==> config.mk <==
export PLATFORM = sky130hd
export DESIGN_NAME = wb_writeback_stage
export DESIGN_NICKNAME = d
export VERILOG_FILES = /design/src/rtl/wb_writeback_stage_pkg.sv /design/src/rtl/wb_bypass_compare.sv /design/src/rtl/wb_writeback_stage.sv
export SDC_FILE = /design/constraint.sdc
export NUM_CORES = 1
export LEC_CHECK = 0
export ABC_AREA = 0
export CAP_MARGIN = 20
export CORE_MARGIN = 1
export CORE_UTILIZATION = 35
export CTS_BUF_LIST = sky130_fd_sc_hd__clkbuf_4 sky130_fd_sc_hd__clkbuf_8
export DETAILED_ROUTE_END_ITERATION = 8
export PLACE_DENSITY = 0.77
export SLEW_MARGIN = 20
export SYNTH_ARGS = -nofsm -noshare
export SYNTH_HDL_FRONTEND = slang
export SYNTH_SLANG_ARGS = --single-unit
==> constraint.sdc <==
create_clock -name clock -period 4.4 [get_ports clock]
set_input_delay 0.66 -clock clock [delete_from_list [all_inputs] [get_ports clock]]
set_output_delay 0.66 -clock clock [all_outputs]
set_load 0.01 [all_outputs]
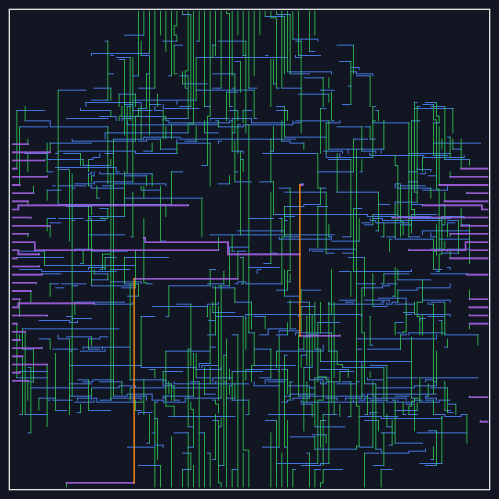
Figure 1: run 1, signal wires by layer.
Drawn at 6 px/um.
layer	colour	wire length
metal 2	green	2,550 um
metal 4	orange	59.2 um
metal 3	purple	342 um
metal 1	blue	2,030 um
total wire length: 4983 um
via count: 1,866
Wirelength per Cell: 12.91 um

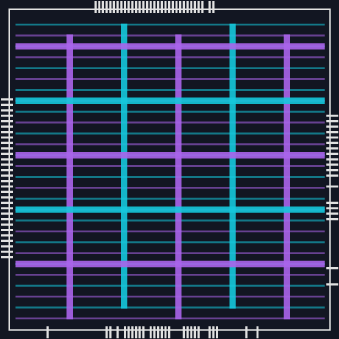
Figure 2: run 1, floorplan with the power grid.
Drawn at 4 px/um. Pins as bars on the die edge.
net	colour
VSS	purple
VDD	cyan
met4 straps	5
met5 straps	5
rows	27
met1 rails	28
Die Width: 79.82 um
Core Area: 5675 sq um

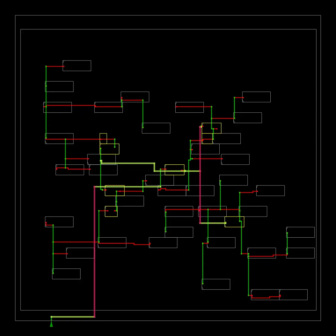
Figure 3: run 1, the clock network.
# clk buffers: 5
clock sinks: 38
CTS Buf Count: 5
clk pwr: 0.238 mW
worst clock skew: 0.01026 ns

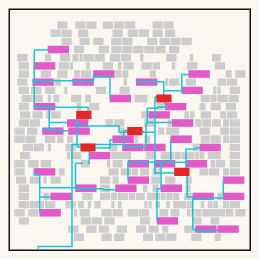
Figure 4: run 1, clock distribution.
Drawn at 3 px/um.
[flip-flops] magenta | count: 38
[clock wires] cyan | length: 502 um
[clock drivers] red | count: 5
routed clock nets	6
Late-Pin Clk Latency: 0.29 ns
Clock power frac: 0.338

==> flow_metrics.py, run 1 <==
# Flow results
metrics = {
    "clock_tree": {
        "cts_tree": "done",
        "cts_max_level": 2,
        "cts_setup_buffers": 0,
        "clockBufferDepth": 2,
        "cts_resized": 0,
        "cts-root-buf": "clkbuf_8",
        "clk_pin_slew_ns": 0.07,
    },
    "final_timing": {
        "tightest_slew_ns": 0.9819,
        "period_minus_slack_ns": 3.282,
        "final_max_slew_viol_count": 0,
        "rsz0062_at_grt": "false",
        "max_slew_margin": 0.3434,
    },
    "outcome": {
        "status": "complete, no violations",
    },
    "worst_setup_path": {
        "cp.arrival_ns": 2.62,
        "ff2ff_setup_slack_ns": 2.61,
        "critical_path_class": "flip-flop to output port",
        "cp-start-kind": "flip-flop",
        "crit_path_max_incr_delay_ns": 0.80,
        "critPathCaptureType": "output port",
    },
    "route": {
        "avgViaCountPerCell": 4.834,
        "ant_nets": 0,
    },
    "placement": {
        "gp_congestion": 0.6693,
    },
    "synth": {
        "netlist_area_sq_um": 2120,
        "synth-edff-count": 0,
        "synth_cell_types": 32,
        "avgSynthCellArea_sq_um": 9.337,
        "fp_nets": 282,
        "ys_cells": 227,
        "synth_flops": 38,
        "flop_cell": "dfxtp_1",
        "ys_seq_share": 0.3589,
        "yosysWarningCount": 0,
        "area_leaders": "dfxtp_1, mux2i_1, o211a_1, buf_4, nor2b_1",
    },
    "pwr": {
        "pwr-share-comb": 0.150,
        "max-vdd-ir-drop_uv": 118.6,
        "power-top-group": "registers",
        "pwr-share-seq": 0.512,
    },
    "final_layout": {
        "regArea_sq_um": 760.7,
    },
    "grt": {
        "grt_start_max_net_pins": 26,
        "grt_use_total": 0.1591,
        "grt_pass1_vias": 1734,
    },
    "job": {
        "cap_violations": 0,
        "tool_warnings": 26,
    },
}
run 1: layout make-up:
type | count | share of cell area
inverters | 4 | 0.004686
clock inverters | 3 | 0.006638
repair buffers | 108 | 0.3358
flip-flops and latches | 38 | 0.2374
well taps | 72 | 0.02811
multi-input cells | 156 | 0.3659
clock buffers | 5 | 0.02148
run 1: cells in the final DEF (no fill, tap or decap), types with 3 or more instances in the layout:
cell	n
nand2_1	25
xor2_1	8
and2_1	14
o211a_1	19
nand3_1	5
dfxtp_1	38
nor2b_1	20
ha_1	3
clkbuf_8	5
nor4_2	3
inv_1	4
clkdlybuf4s50_1	106
xnor2_1	7
nor2_1	4
nor3_1	5
mux2i_1	21
run 1: cell families (layout without fill, tap and decap cells):
kind of cell,Yosys count,count (layout),share of synthesized area
and+or+nand+nor,90,90,0.2556
muxes,21,21,0.09917
AOI/OAI and AO/OA,27,27,0.1157
xor gates and xnor gates,15,15,0.06199
buffers and inverters,33,120,0.09091
adders and majority gates,3,3,0.01771
DFF,38,38,0.3589
run 1: stage by stage:
stage | utilization | setup slack [ns] | area (sq um) | hold slack (ns)
final | 0.5646 | 1.118 | 3204 | 0.4803
after global routing | 0.5646 | 0.8944 | 3204 | 0.5077
after CTS | 0.5646 | 1.069 | 3204 | 0.4826
after detailed placement | 0.5487 | 1.335 | 3114 | 0.4701
after global placement | 0.5487 | 1.421 | 3114 | 0.4599
after floorplan | - | 2.410 | 2120 | 0.4644
run 1: metal layers:
metal,vias up,part of all wire,track usage
met2,55,0.51,0.2829
li1,937,-,-
met4,0,0.012,0.05893
met5,-,0,0
met3,5,0.069,0.04343
met1,869,0.41,0.1798
Figure 5. Gate-type map (run 1).
Drawn at 3 px/um.
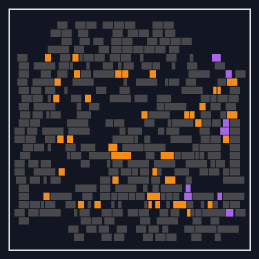

--- run 2 (diff from run 1) ---
Clock period 4.4 ns to 3.4 ns, I/O delays scaled along.
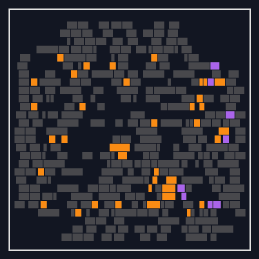
Figure 6: run 2, gate-type map.
Drawn at 3 px/um.
family	colour	cells
aoi and oai cells	purple	8
nor cells	orange	37
post-route insts no fill: 388
logic share of the area: 0.3636

==> run 2 against run 1 <==
Net effect:
- register-to-register slack worse by 1.0 ns
- via count about the same
- final cell count is 0.52% higher
- synthesized cell count unchanged
- design area is 0.62% higher
- setup slack worse by 0.45 ns
- critical endpoint unchanged
- largest power group unchanged
==> flow_metrics.py, run 2 <==
# Flow results
metrics = {
    "outcome": {
        "status": "complete, no violations",
    },
    "job": {
        "cap_violations": 0,
        "tool_warnings": 26,
    },
    "route": {
        "routed_wl_um": 5050,
        "dr_total_vias": 1865,
        "wl_per_cell_um": 13.02,
        "avgViaCountPerCell": 4.807,
    },
    "grt": {
        "grt_use_total": 0.1572,
        "grt_first_pass_wirelength_um": 7776,
        "grt_start_max_net_pins": 26,
        "grt_pass1_vias": 1656,
    },
    "final_timing": {
        "finalClockPeriodUsage": 0.8022,
        "worst_slack_ns": 0.6725,
        "skew_ns": 0.01461,
        "tightest_slew_ns": 0.9834,
        "rsz0062_at_grt": "false",
        "period_minus_slack_ns": 2.727,
        "final_max_slew_viol_count": 0,
        "max_slew_margin": 0.3424,
        "whs_ns": 0.4875,
    },
    "clock_tree": {
        "cts_sinks": 38,
        "cts_setup_buffers": 0,
        "cts_tree": "done",
        "tritoncts.num_buffers": 5,
        "cts_max_level": 2,
        "clk_pin_slew_ns": 0.07,
        "clockBufferDepth": 2,
        "cts-root-buf": "clkbuf_8",
    },
    "final_layout": {
        "utilization": 0.5681,
        "final_common_cell": "clkdlybuf4s50_1",
        "fin_area_sq_um": 3224,
        "mostFrequentLayoutCells": "clkdlybuf4s50_1, dfxtp_1, nand2_1, mux2i_1, nor2b_1",
    },
    "worst_setup_path": {
        "cp.arrival_ns": 2.22,
        "critPathCaptureType": "output port",
        "ff2ff_setup_slack_ns": 1.60,
        "cp-start-kind": "input pin",
    },
    "synth": {
        "avgSynthCellArea_sq_um": 9.337,
        "netlist_area_sq_um": 2120,
        "ys_seq_share": 0.3589,
        "ys_cells": 227,
        "yosysWarningCount": 0,
        "synth-edff-count": 0,
        "synth_cell_types": 32,
        "flop_cell": "dfxtp_1",
        "fp_nets": 282,
        "area_leaders": "dfxtp_1, mux2i_1, o211a_1, buf_4, nor2b_1",
    },
    "die": {
        "core_sq_um": 5675,
        "core.rowCount": 27,
        "floorplan.core_util": 0.3735,
    },
    "placement": {
        "placed_area_sq_um": 3129,
        "place_ws_ns": 0.6624,
        "gp_congestion": 0.7096,
    },
    "pwr": {
        "max-vdd-ir-drop_uv": 173.3,
    },
}
## run 2: worst max-delay path: stages
cell,delay [ns]
clkdlybuf4s50_1,0.51
nor4bb_1,0.29
a31oi_1,0.07
o32ai_1,0.14
and3_1,0.18
clkdlybuf4s50_1,0.52
## run 2: power breakdown
group          switching [mW]  internal, mW  total (mW)
Combinational          0.0462        0.0914       0.138
Sequential            0.00789         0.458       0.466
Clock                   0.158         0.163       0.321
Total                   0.212         0.712       0.924
## run 2: area by class of cell
| class | count | area, sq um |
|---|---|---|
| Clock buffer | 6 | 82.58 |
| Clock inverter | 2 | 12.51 |
| Fill cell | 520 | 2451 |
| Inverter | 4 | 15.01 |
| Multi-Input combinational cell | 156 | 1172 |
| Sequential cell | 38 | 760.7 |
| Tap cell | 72 | 90.09 |
| Timing Repair Buffer | 110 | 1091 |
## run 2: cell families after synthesis
group	Yosys count	synth area share
buffers and inverters	33	0.09091
multiplexers	21	0.09917
AND-OR/OR-AND	27	0.1157
adder cells (fa/ha/maj)	3	0.01771
XOR/XNOR	15	0.06199
AND/OR/NAND/NOR	90	0.2556
flip-flops	38	0.3589
## run 2: routing by layer
| layer | track usage | up-vias | share of wire |
|---|---|---|---|
| met3 | 0.04800 | 4 | 0.068 |
| met2 | 0.2726 | 59 | 0.50 |
| met5 | 0 | - | 0 |
| met1 | 0.1799 | 862 | 0.42 |
| met4 | 0.05893 | 0 | 0.013 |
| li1 | - | 940 | - |
Power and IR drop assume default switching activity.
